### config.mk
export PLATFORM = sky130hd
export DESIGN_NAME = rv_wb_arbiter
export DESIGN_NICKNAME = d
export VERILOG_FILES = /design/src/rtl/rv_wb_arbiter.sv
export SDC_FILE = /design/constraint.sdc
export NUM_CORES = 1
export LEC_CHECK = 0
export ABC_AREA = 1
export CORE_MARGIN = 1
export CORE_UTILIZATION = 40
export CTS_CLUSTER_SIZE = 28
export DETAILED_ROUTE_END_ITERATION = 10
export HOLD_SLACK_MARGIN = 0.15
export PLACE_DENSITY = 0.86
export SKIP_LAST_GASP = 1
export SYNTH_ARGS = -nofsm -noshare
export SYNTH_HDL_FRONTEND = slang
export SYNTH_SLANG_ARGS = --single-unit
### constraint.sdc
create_clock -name clk -period 2.4 [get_ports clk]
set_input_delay 0.24 -clock clk [delete_from_list [all_inputs] [get_ports clk]]
set_output_delay 0.24 -clock clk [all_outputs]
set_load 0.1 [all_outputs]
### src/rtl/rv_wb_arbiter.sv
// rv_wb_arbiter: shares the register-file write port between N_REQ writeback
// sources with round-robin arbitration, registers the winning write, and
// keeps a pending-write scoreboard used by decode for RAW hazard stalls.
module rv_wb_arbiter #(
  parameter int N_REQ      = 3,
  parameter int ADDR_WIDTH = 5,
  parameter int DATA_WIDTH = 32
) (
  input  logic                          clk,
  input  logic                          rst,
  input  logic [N_REQ-1:0]              req_valid,
  output logic [N_REQ-1:0]              req_ready,
  input  logic [N_REQ*ADDR_WIDTH-1:0]   req_rd,
  input  logic [N_REQ*DATA_WIDTH-1:0]   req_data,
  output logic [ADDR_WIDTH-1:0]         rf_rd,
  output logic [DATA_WIDTH-1:0]         rf_wd,
  output logic                          rf_we,
  input  logic                          iss_valid,
  input  logic [ADDR_WIDTH-1:0]         iss_rd,
  input  logic [ADDR_WIDTH-1:0]         chk_rs1,
  input  logic [ADDR_WIDTH-1:0]         chk_rs2,
  output logic                          rs1_busy,
  output logic                          rs2_busy
);

  localparam int PTR_W    = $clog2(N_REQ);
  localparam int NUM_REGS = 1 << ADDR_WIDTH;
  localparam logic [PTR_W:0]   N_REQ_W = (PTR_W+1)'(N_REQ);
  localparam logic [PTR_W-1:0] LAST_IDX = PTR_W'(N_REQ - 1);

  logic [PTR_W-1:0]      rr_ptr;
  logic [PTR_W-1:0]      grant_idx;
  logic                  grant_found;
  logic                  transfer;
  logic [ADDR_WIDTH-1:0] sel_rd;
  logic [DATA_WIDTH-1:0] sel_data;
  logic [NUM_REGS-1:0]   busy;
  logic [NUM_REGS-1:0]   busy_next;

  // Round-robin search: first valid requester at or after rr_ptr, wrapping.
  always_comb begin
    logic [PTR_W:0]   sum;
    logic [PTR_W-1:0] idx;
    // NOTE: every variable gets a default before any conditional assignment,
    // so no path through the block leaves a value unassigned (no latch).
    sum         = '0;
    idx         = '0;
    grant_found = 1'b0;
    grant_idx   = '0;
    for (int k = 0; k < N_REQ; k++) begin
      sum = {1'b0, rr_ptr} + (PTR_W+1)'(k);
      if (sum >= N_REQ_W) sum = sum - N_REQ_W;
      idx = sum[PTR_W-1:0];
      if (!grant_found && req_valid[idx]) begin
        grant_found = 1'b1;
        grant_idx   = idx;
      end
    end
  end

  // One-hot ready for the winner; also select its destination and data.
  always_comb begin
    req_ready = '0;
    sel_rd    = '0;
    sel_data  = '0;
    for (int i = 0; i < N_REQ; i++) begin
      if (grant_idx == PTR_W'(i)) begin
        req_ready[i] = grant_found;
        sel_rd       = req_rd[i*ADDR_WIDTH +: ADDR_WIDTH];
        sel_data     = req_data[i*DATA_WIDTH +: DATA_WIDTH];
      end
    end
  end

  // Grants are visible during reset, but nothing is committed until it drops.
  assign transfer = grant_found & ~rst;

  // Round-robin pointer: moves just past the winner on each transfer.
  always_ff @(posedge clk) begin
    // NOTE: sequential state uses non-blocking assignments so every register
    // samples pre-edge values regardless of statement or block order.
    if (rst) begin
      rr_ptr <= '0;
    end else if (transfer) begin
      rr_ptr <= (grant_idx == LAST_IDX) ? '0 : grant_idx + 1'b1;
    end
  end

  // Registered write port; x0 writes are accepted but never enable the port.
  always_ff @(posedge clk) begin
    if (rst) begin
      rf_we <= 1'b0;
      rf_rd <= '0;
      rf_wd <= '0;
    end else if (transfer) begin
      rf_we <= (sel_rd != '0);
      rf_rd <= sel_rd;
      rf_wd <= sel_data;
    end else begin
      rf_we <= 1'b0;
    end
  end

  // Scoreboard update: clear on committed write, then set on issue so a newer
  // instruction keeps ownership of a register written in the same cycle.
  always_comb begin
    busy_next = busy;
    if (rf_we) busy_next[rf_rd] = 1'b0;
    if (iss_valid && (iss_rd != '0)) busy_next[iss_rd] = 1'b1;
    busy_next[0] = 1'b0;
  end

  // Scoreboard register.
  always_ff @(posedge clk) begin
    if (rst) busy <= '0;
    else     busy <= busy_next;
  end

  assign rs1_busy = busy[chk_rs1];
  assign rs2_busy = busy[chk_rs2];

endmodule

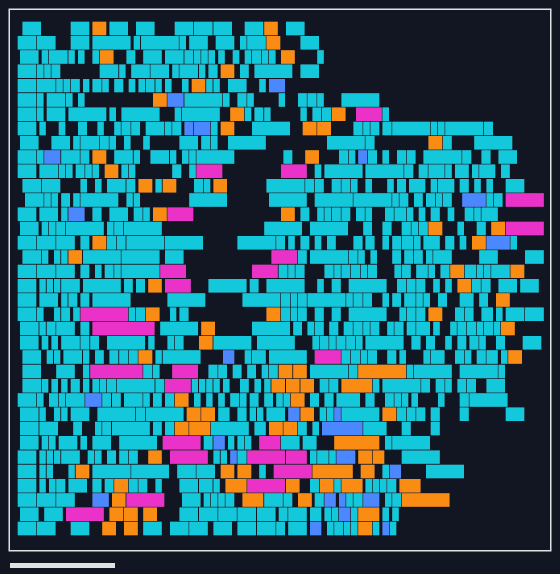
Figure 1: run 1, sizing map.
Bar = 20 um.
- _2 cells: blue (cells 25)
- _0 and _1 cells: cyan (cells 713; most used nand2_1)
- _6 and larger: magenta (cells 25; most used clkbuf_8)
- _3 and _4 cells: orange (cells 83; most used buf_4)

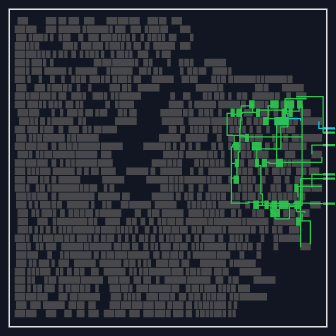
Figure 2: run 1, wires at chosen ports, followed through buffers.
- chk_rs1: green (direction input; end cells 29; buffers 7; wire 438 um)
- rs1_busy: cyan (direction output; end cells 1; buffers 1; wire 9.10 um)
number of top-level pins: 175
count of input and output buffers: 174

==> run_results.csv, run 1 <==
group,metric,value,unit
global_routing,grt_start_max_net_pins,47,
timing,setup_viol,1,
synth,asyncSetResetFlopFracSynth,0,%
floorplan,floorplan.rows,36,
clock_tree,root_buffer,"clkbuf_8",
global_routing,global_route.overflow_total,0,
synth,synth-area-yosys,4064,um2
status,violations,"negative setup slack",
timing,fin_ws,-9.080,ps
min_path,min-delay-path-class,"flop to flop",
critical_path,worst_path_max_delay_cell,"dfxtp_4",
place,placedInstanceArea,5971,um2
status,status,"complete, but fails checks",
finish,largest_register,"rf_wd",
critical_path,worst-endpoint-required,2160,ps
clock_tree,clock_sinks,71,
place,place.detailed.hpwl,10440,um
synth,synthXorXnorAreaFrac,0,%
critical_path,crit_path_cell_trace,"inv_4 -> ha_4 -> buf_4 -> buf_4 -> nand3_1 -> nand2_1 -> nand2_2 -> nand2_2 -> nand2_2 -> nand2_2 -> nor2_4 -> buf_12",
min_path,min_to,"rf_wd[26]",
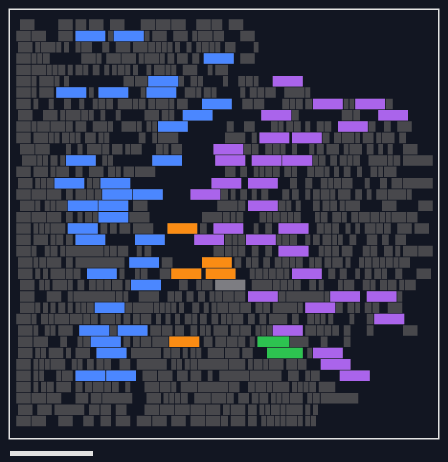
Figure 3: run 1, where the registers sit.
Bar = 20 um.
- rr_ptr: green (sequential cells 2)
- busy: purple (sequential cells 31)
- rf_wd: blue (sequential cells 32; where a column on the left)
- rf_rd: orange (sequential cells 5; where middle)

## run 1: power groups by stage
stage          clock (mW)  combinational [mW]  sequential, mW
5_1_grt             0.940                7.97            1.71
4_1_cts             0.884                7.00            1.66
3_3_place_gp            0                6.29            1.66
6_report            0.874                7.53            1.67
2_1_floorplan           0                3.00            3.33
3_5_place_dp            0                6.34            1.68
## run 1: worst reg2reg max path, stage by stage, from the launching register on
cell and delay [ps]:
dfxtp_4 370, inv_4 50, ha_4 250, buf_4 150
buf_4 140, nand3_1 90, nand2_1 70, nand2_2 150
nand2_2 120, buf_6 150, nor2_4 210, buf_12 190
nand2_1 70, nand3_1 80, nand2_1 60, a21oi_1 140
## run 1: layer usage
metal | GRT usage (%) | wire, um | vias up
li1 | - | - | 2565
met1 | 35.00 | 5949 | 2373
met2 | 47.13 | 7580 | 283
met3 | 5.424 | 1148 | 42
met4 | 10.94 | 431 | 0
met5 | 0 | 0 | -
## run 1: area by class of cell
cell class              instances  area, um2  share of cell area [%]
clock inverters                 5      32.53                  0.4991
repair buffers                212       2102                   32.25
clock buffers                  11      151.4                   2.323
well taps                     133      166.4                   2.553
flip-flops and latches         71       1426                   21.89
multi-input cells             509       2490                   38.20
inverters                      38      148.9                   2.285
## run 1: cell usage after synthesis (3+ instances only)
cell	n	area share, %
nand2_1	206	19
dfxtp_1	71	35
nand3_1	70	8.6
o21ai_0	68	8.4
a21oi_1	63	7.8
nor2_1	37	3.4
inv_1	36	3.3
o21ai_1	19	2.3
nor3_1	12	1.5
buf_2	11	1.4
clkbuf_1	11	1.0
o22ai_1	7	1.1
o221ai_1	6	1.3
ha_1	4	1.2
buf_1	3	0.28
buf_6	3	0.83
o211ai_1	3	0.55
Figure 4. Signal wires by layer (run 1).
Bar = 20 um.
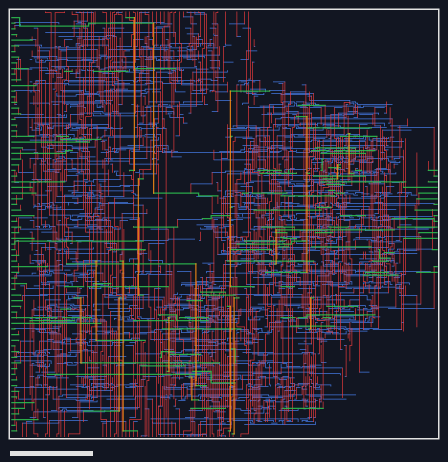

## Run 2: what changed since run 1
--- a/config.mk
+++ b/config.mk
@@ -7,11 +7,11 @@
 export LEC_CHECK = 0
 export ABC_AREA = 1
 export CORE_MARGIN = 1
-export CORE_UTILIZATION = 40
+export CORE_UTILIZATION = 43
 export CTS_CLUSTER_SIZE = 28
 export DETAILED_ROUTE_END_ITERATION = 10
 export HOLD_SLACK_MARGIN = 0.15
-export PLACE_DENSITY = 0.86
+export PLACE_DENSITY = 0.91
 export SKIP_LAST_GASP = 1
 export SYNTH_ARGS = -nofsm -noshare
 export SYNTH_HDL_FRONTEND = slang
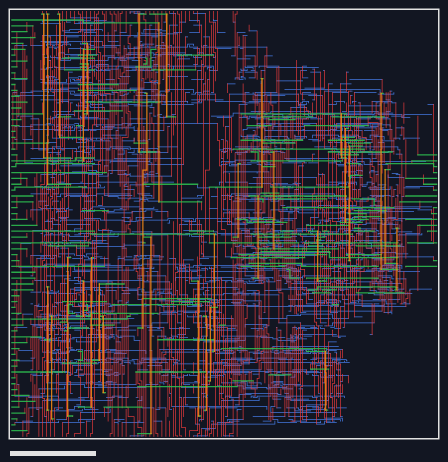
Figure 5: run 2, signal wires by layer.
Bar = 20 um.
- metal 4: orange (wire length 850 um)
- metal 1: blue (wire length 5,560 um)
- metal 2: red (wire length 8,010 um)
- metal 3: green (wire length 1,580 um)
overall routed net length: 15,990 um
detailed-route wire length per cell: 16.61 um
overall fraction of global-route tracks in use: 30.09%

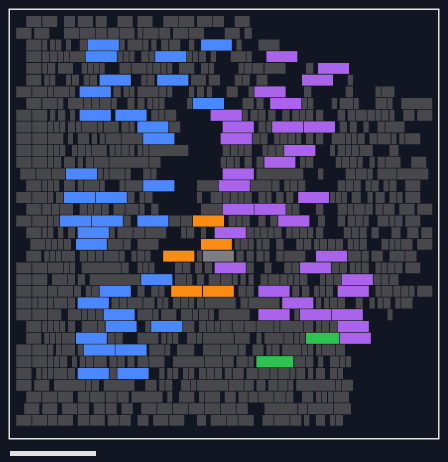
Figure 6: run 2, where the registers sit.
Bar = 20 um.
- rf_wd: blue (sequential cells 32; where a column on the left)
- rf_rd: orange (sequential cells 5; where middle)
- rr_ptr: green (sequential cells 2)
- busy: purple (sequential cells 31)
- not colored: 1

==> run 2 against run 1 <==
Against the previous run: the flow still finishes with violations (negative setup slack); register-to-register slack hardly changed; synthesized area stayed put; flip-flop count stayed put; routed wire length increased by 5.8%; critical path type unchanged; critical endpoint unchanged; largest cell class unchanged.
==> run_results.csv, run 2 <==
group,metric,value,unit
status,status,"complete, but fails checks",
status,violations,"negative setup slack",
synth,synth_top_cell_by_count,"nand2_1",
place,place.detailed.hpwl,10970,um
synth,postSynthRegisterBits,71,
timing,setup_viol,1,
place,place.port_buffers,174,
clock_tree,clock_sinks,71,
timing,period_minus_slack,2412,ps
critical_path,reg2regPathDepth,11,
synth,post-synth-top-area-cell,"dfxtp_1",
floorplan,floorplan.rows,35,
synth,synth-area-yosys,4064,um2
global_routing,grt_start_max_net_pins,47,
clock_tree,root_buffer,"clkbuf_8",
global_routing,global_route.overflow_total,0,
timing,fin_ws,-11.51,ps
floorplan,io-pin-count,175,
critical_path,critical_path.startpoint_type,"flop",
critical_path,path_class,"flop to primary output",
finish,nets,983,
clock_tree,clock_tree_from_tritoncts,"yes",
place,placedInstanceArea,5928,um2
critical_path,worst-endpoint-required,2160,ps
timing,final-max-slew-violation-count,0,
synth,synthesis.nets,783,
synth,netlist_top_cells_area,"dfxtp_1, nand2_1, nand3_1, o21ai_0, a21oi_1",
place,finalWeightedCongestion,0.9753,
synth,yosys-top-cells-count,"nand2_1, dfxtp_1, nand3_1, o21ai_0, a21oi_1",
synth,asyncSetResetFlopFracSynth,0,%
timing,actual_transition_at_the_worst_max_transition_pin,613.9,ps
critical_path,crit_path_end_kind,"primary output",
synth,yosys.stat.seqShare,34.98,%
min_path,worstHoldPathCells,2,
floorplan,coreArea,9196,um2
synth,syn_avg_cell_area,6.281,um2
synth,share_of_the_synthesized_area_in_the_top_cell_type,34.98,%
place,post-place-ws,96.24,ps
synth,syn-instance-count,647,
finish,largest_register,"rf_wd",
detailed_routing,detailedRoute.firstPassIterationCount,5,
min_path,min-delay-path-class,"flop to flop",
run 2: final timing paths:
check                               start      endpoint  slack [ps]
worst max register to register  rr_ptr[0]     rf_wd[27]          30
worst max-delay path            rr_ptr[0]  req_ready[0]         -10
worst min-delay path            rf_wd[24]     rf_wd[24]         470
worst min register to register  rf_wd[24]     rf_wd[24]         470
run 2: cell type report:
type	instances	area (um2)
clock inverter	5	56.30
sequential	71	1426
multi-input combinational	509	2511
inverter	38	153.9
tap	111	138.9
fill	652	2567
clock buffer	11	151.4
timing repair buffer	218	2191
run 2: metrics by stage:
stage	utilization, %	instances	total power, mW	setup TNS [ps]
floorplan	-	647	6.324	0
global placement	64.46	919	7.913	0
detailed placement	64.46	919	8.019	0
CTS	68.93	948	9.618	0
global route	72.08	963	11.22	-2146
finish	72.08	963	10.73	-11.51
run 2: cell families after synthesis:
kind of cell,count (synthesis),share of synthesized area [%]
AND/OR/NAND/NOR,334,34.14
AND-OR/OR-AND,171,22.48
flip-flops,71,34.98
buffers and inverters,67,7.174
adder cells (fa/ha/maj),4,1.232
run 2: worst max-delay path, stage by stage (launching register included):
cell     delay [ps]
dfxtp_4         370
inv_4            50
ha_4            300
buf_4           120
nand3_1         110
nand2_2         160
inv_1            60
nand3_1         200
inv_2            90
nor2_4          170
buf_12          190
run 2: what timing repair did:
item,in CTS,in global routing
hold endpoints to repair,0,0
cloned,2,4
pin swaps,8,13
endpoints found under the setup margin,3,43
resized,18,36
setup buffers,11,15
run 2: metal layers:
metal  routed length (um)  GRT usage, %
met5                    0             0
met1                 5556         33.42
met3                 1579         5.903
met2                 8007         53.26
met4                  850         17.99
run 2: report_power, final:
part           internal, mW  total (mW)  switching, mW  leakage (nW)
Combinational          2.87        8.04           5.17          2.08
Sequential             1.47        1.69          0.225         0.582
Clock                 0.535       0.994          0.459         0.105
## Run 3: what changed since run 2
--- a/config.mk
+++ b/config.mk
@@ -6,6 +6,7 @@
 export NUM_CORES = 1
 export LEC_CHECK = 0
 export ABC_AREA = 1
+export ABC_CLOCK_PERIOD_IN_PS = 2400
 export CORE_MARGIN = 1
 export CORE_UTILIZATION = 43
 export CTS_CLUSTER_SIZE = 28
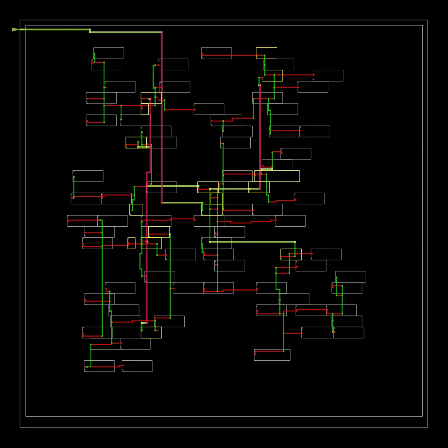
Figure 7: run 3, clock nets.
clock buffers: 11
post-route clock skew: 10.32 ps
number of clock buffers inserted by TritonCTS: 9
Flop Count: 71

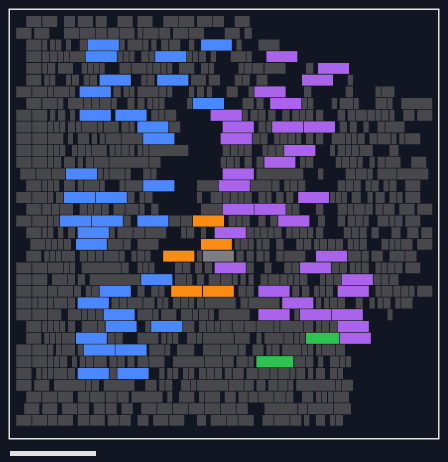
Figure 8: run 3, where the registers sit.
Bar = 20 um.
- rf_rd: orange (sequential cells 5; where middle)
- busy: purple (sequential cells 31)
- rr_ptr: green (sequential cells 2)
- rf_wd: blue (sequential cells 32; where a column on the left)
combined flip-flop and latch cell area: 1426 um2
P_seq: 1.69 mW
utilization of the core after routing: 72.08%
flip-flop and latch share of the layout cell area: 21.52%

==> run 3 against run 2 <==
Against the previous run: the flow still finishes with violations (negative setup slack); combinational power hardly changed; critical path depth did not move; first-iteration DRC count stayed put; sequential share of layout area did not move; highest routed layer unchanged; flip-flop count stayed put; clock skew did not move; final cell count stayed put; clock power about the same; clock-buffer cell count unchanged.
==> run_results.csv, run 3 <==
group,metric,value,unit
status,status,"complete, but fails checks",
status,violations,"negative setup slack",
timing,fin_ws,-11.51,ps
synth,post-synth-top-area-cell,"dfxtp_1",
synth,share_of_the_synthesized_area_in_the_top_cell_type,34.98,%
min_path,min-delay-path-class,"flop to flop",
clock_tree,root_buffer,"clkbuf_8",
place,placedInstanceArea,5928,um2
critical_path,reg2regPathDepth,11,
finish,largest_register,"rf_wd",
critical_path,worstReg2RegStart,"rr_ptr[0]",
place,place.port_buffers,174,
timing,total_negative_setup_slack,-11.51,ps
critical_path,cp_slowest_stage_delay,370,ps
timing,period_minus_slack,2412,ps
detailed_routing,overall_routed_net_length,15990,um
critical_path,path_delay_family,"simple AND/OR/NAND/NOR gates",
synth,synthesis.nets,783,
timing,setup_viol,1,
critical_path,crit_path_cell_trace,"inv_4 -> ha_4 -> buf_4 -> nand3_1 -> nand2_2 -> inv_1 -> nand3_1 -> inv_2 -> nor2_4 -> buf_12",
synth,syn_avg_cell_area,6.281,um2
critical_path,crit_path_end_kind,"primary output",
detailed_routing,top_layer_used,"met4",
synth,yosys.stat.seqShare,34.98,%
-- run 3: cell counts in the layout (fill, tap and decap cells not counted) --
No cell type changed its count.
-- run 3: worst max-delay path by stage --
stage                               to        from  slack (ps)
after global routing         rf_wd[28]   rr_ptr[0]        -130
final                     req_ready[0]   rr_ptr[0]         -10
after detailed placement         rf_we   rr_ptr[0]         100
after CTS                 req_ready[0]   rr_ptr[1]           2
after floorplan               rs2_busy  chk_rs2[0]         120
after global placement           rf_we   rr_ptr[0]         160
-- run 3: layout make-up --
class	count	area (um2)
Timing Repair Buffer	218	2191
Tap cell	111	138.9
Multi-Input combinational cell	509	2511
Clock inverter	5	56.30
Sequential cell	71	1426
Clock buffer	11	151.4
Inverter	38	153.9
Fill cell	652	2567
-- run 3: cell families (layout without fill, tap and decap cells) --
kind of cell | after synthesis | count (layout) | synth area share [%]
flip-flops | 71 | 71 | 34.98
adder cells (fa/ha/maj) | 4 | 4 | 1.232
AND-OR/OR-AND | 171 | 171 | 22.48
buffers and inverters | 67 | 272 | 7.174
AND/OR/NAND/NOR | 334 | 334 | 34.14
-- run 3: power by group --
group / internal (mW) / switching, mW / total (mW) / leakage [nW]
clock network: 0.535 / 0.459 / 0.994 / 0.105
logic: 2.87 / 5.17 / 8.04 / 2.08
registers: 1.47 / 0.225 / 1.69 / 0.582
-- run 3: worst reg2reg max path: stages, from the launching register on --
cell and delay [ps]:
dfxtp_4 370, inv_4 50, ha_4 300, buf_4 120, nand3_1 110, nand2_2 160, inv_1 60, nand3_1 200
nand2_1 130, inv_1 480, nand2_1 140, a21oi_1 170
-- run 3: metal layers --
metal,vias up,GRT usage [%]
met2,378,53.26
met5,-,0
met1,2527,33.42
li1,2590,-
met3,72,5.903
met4,0,17.99
Power and IR drop assume default switching activity.
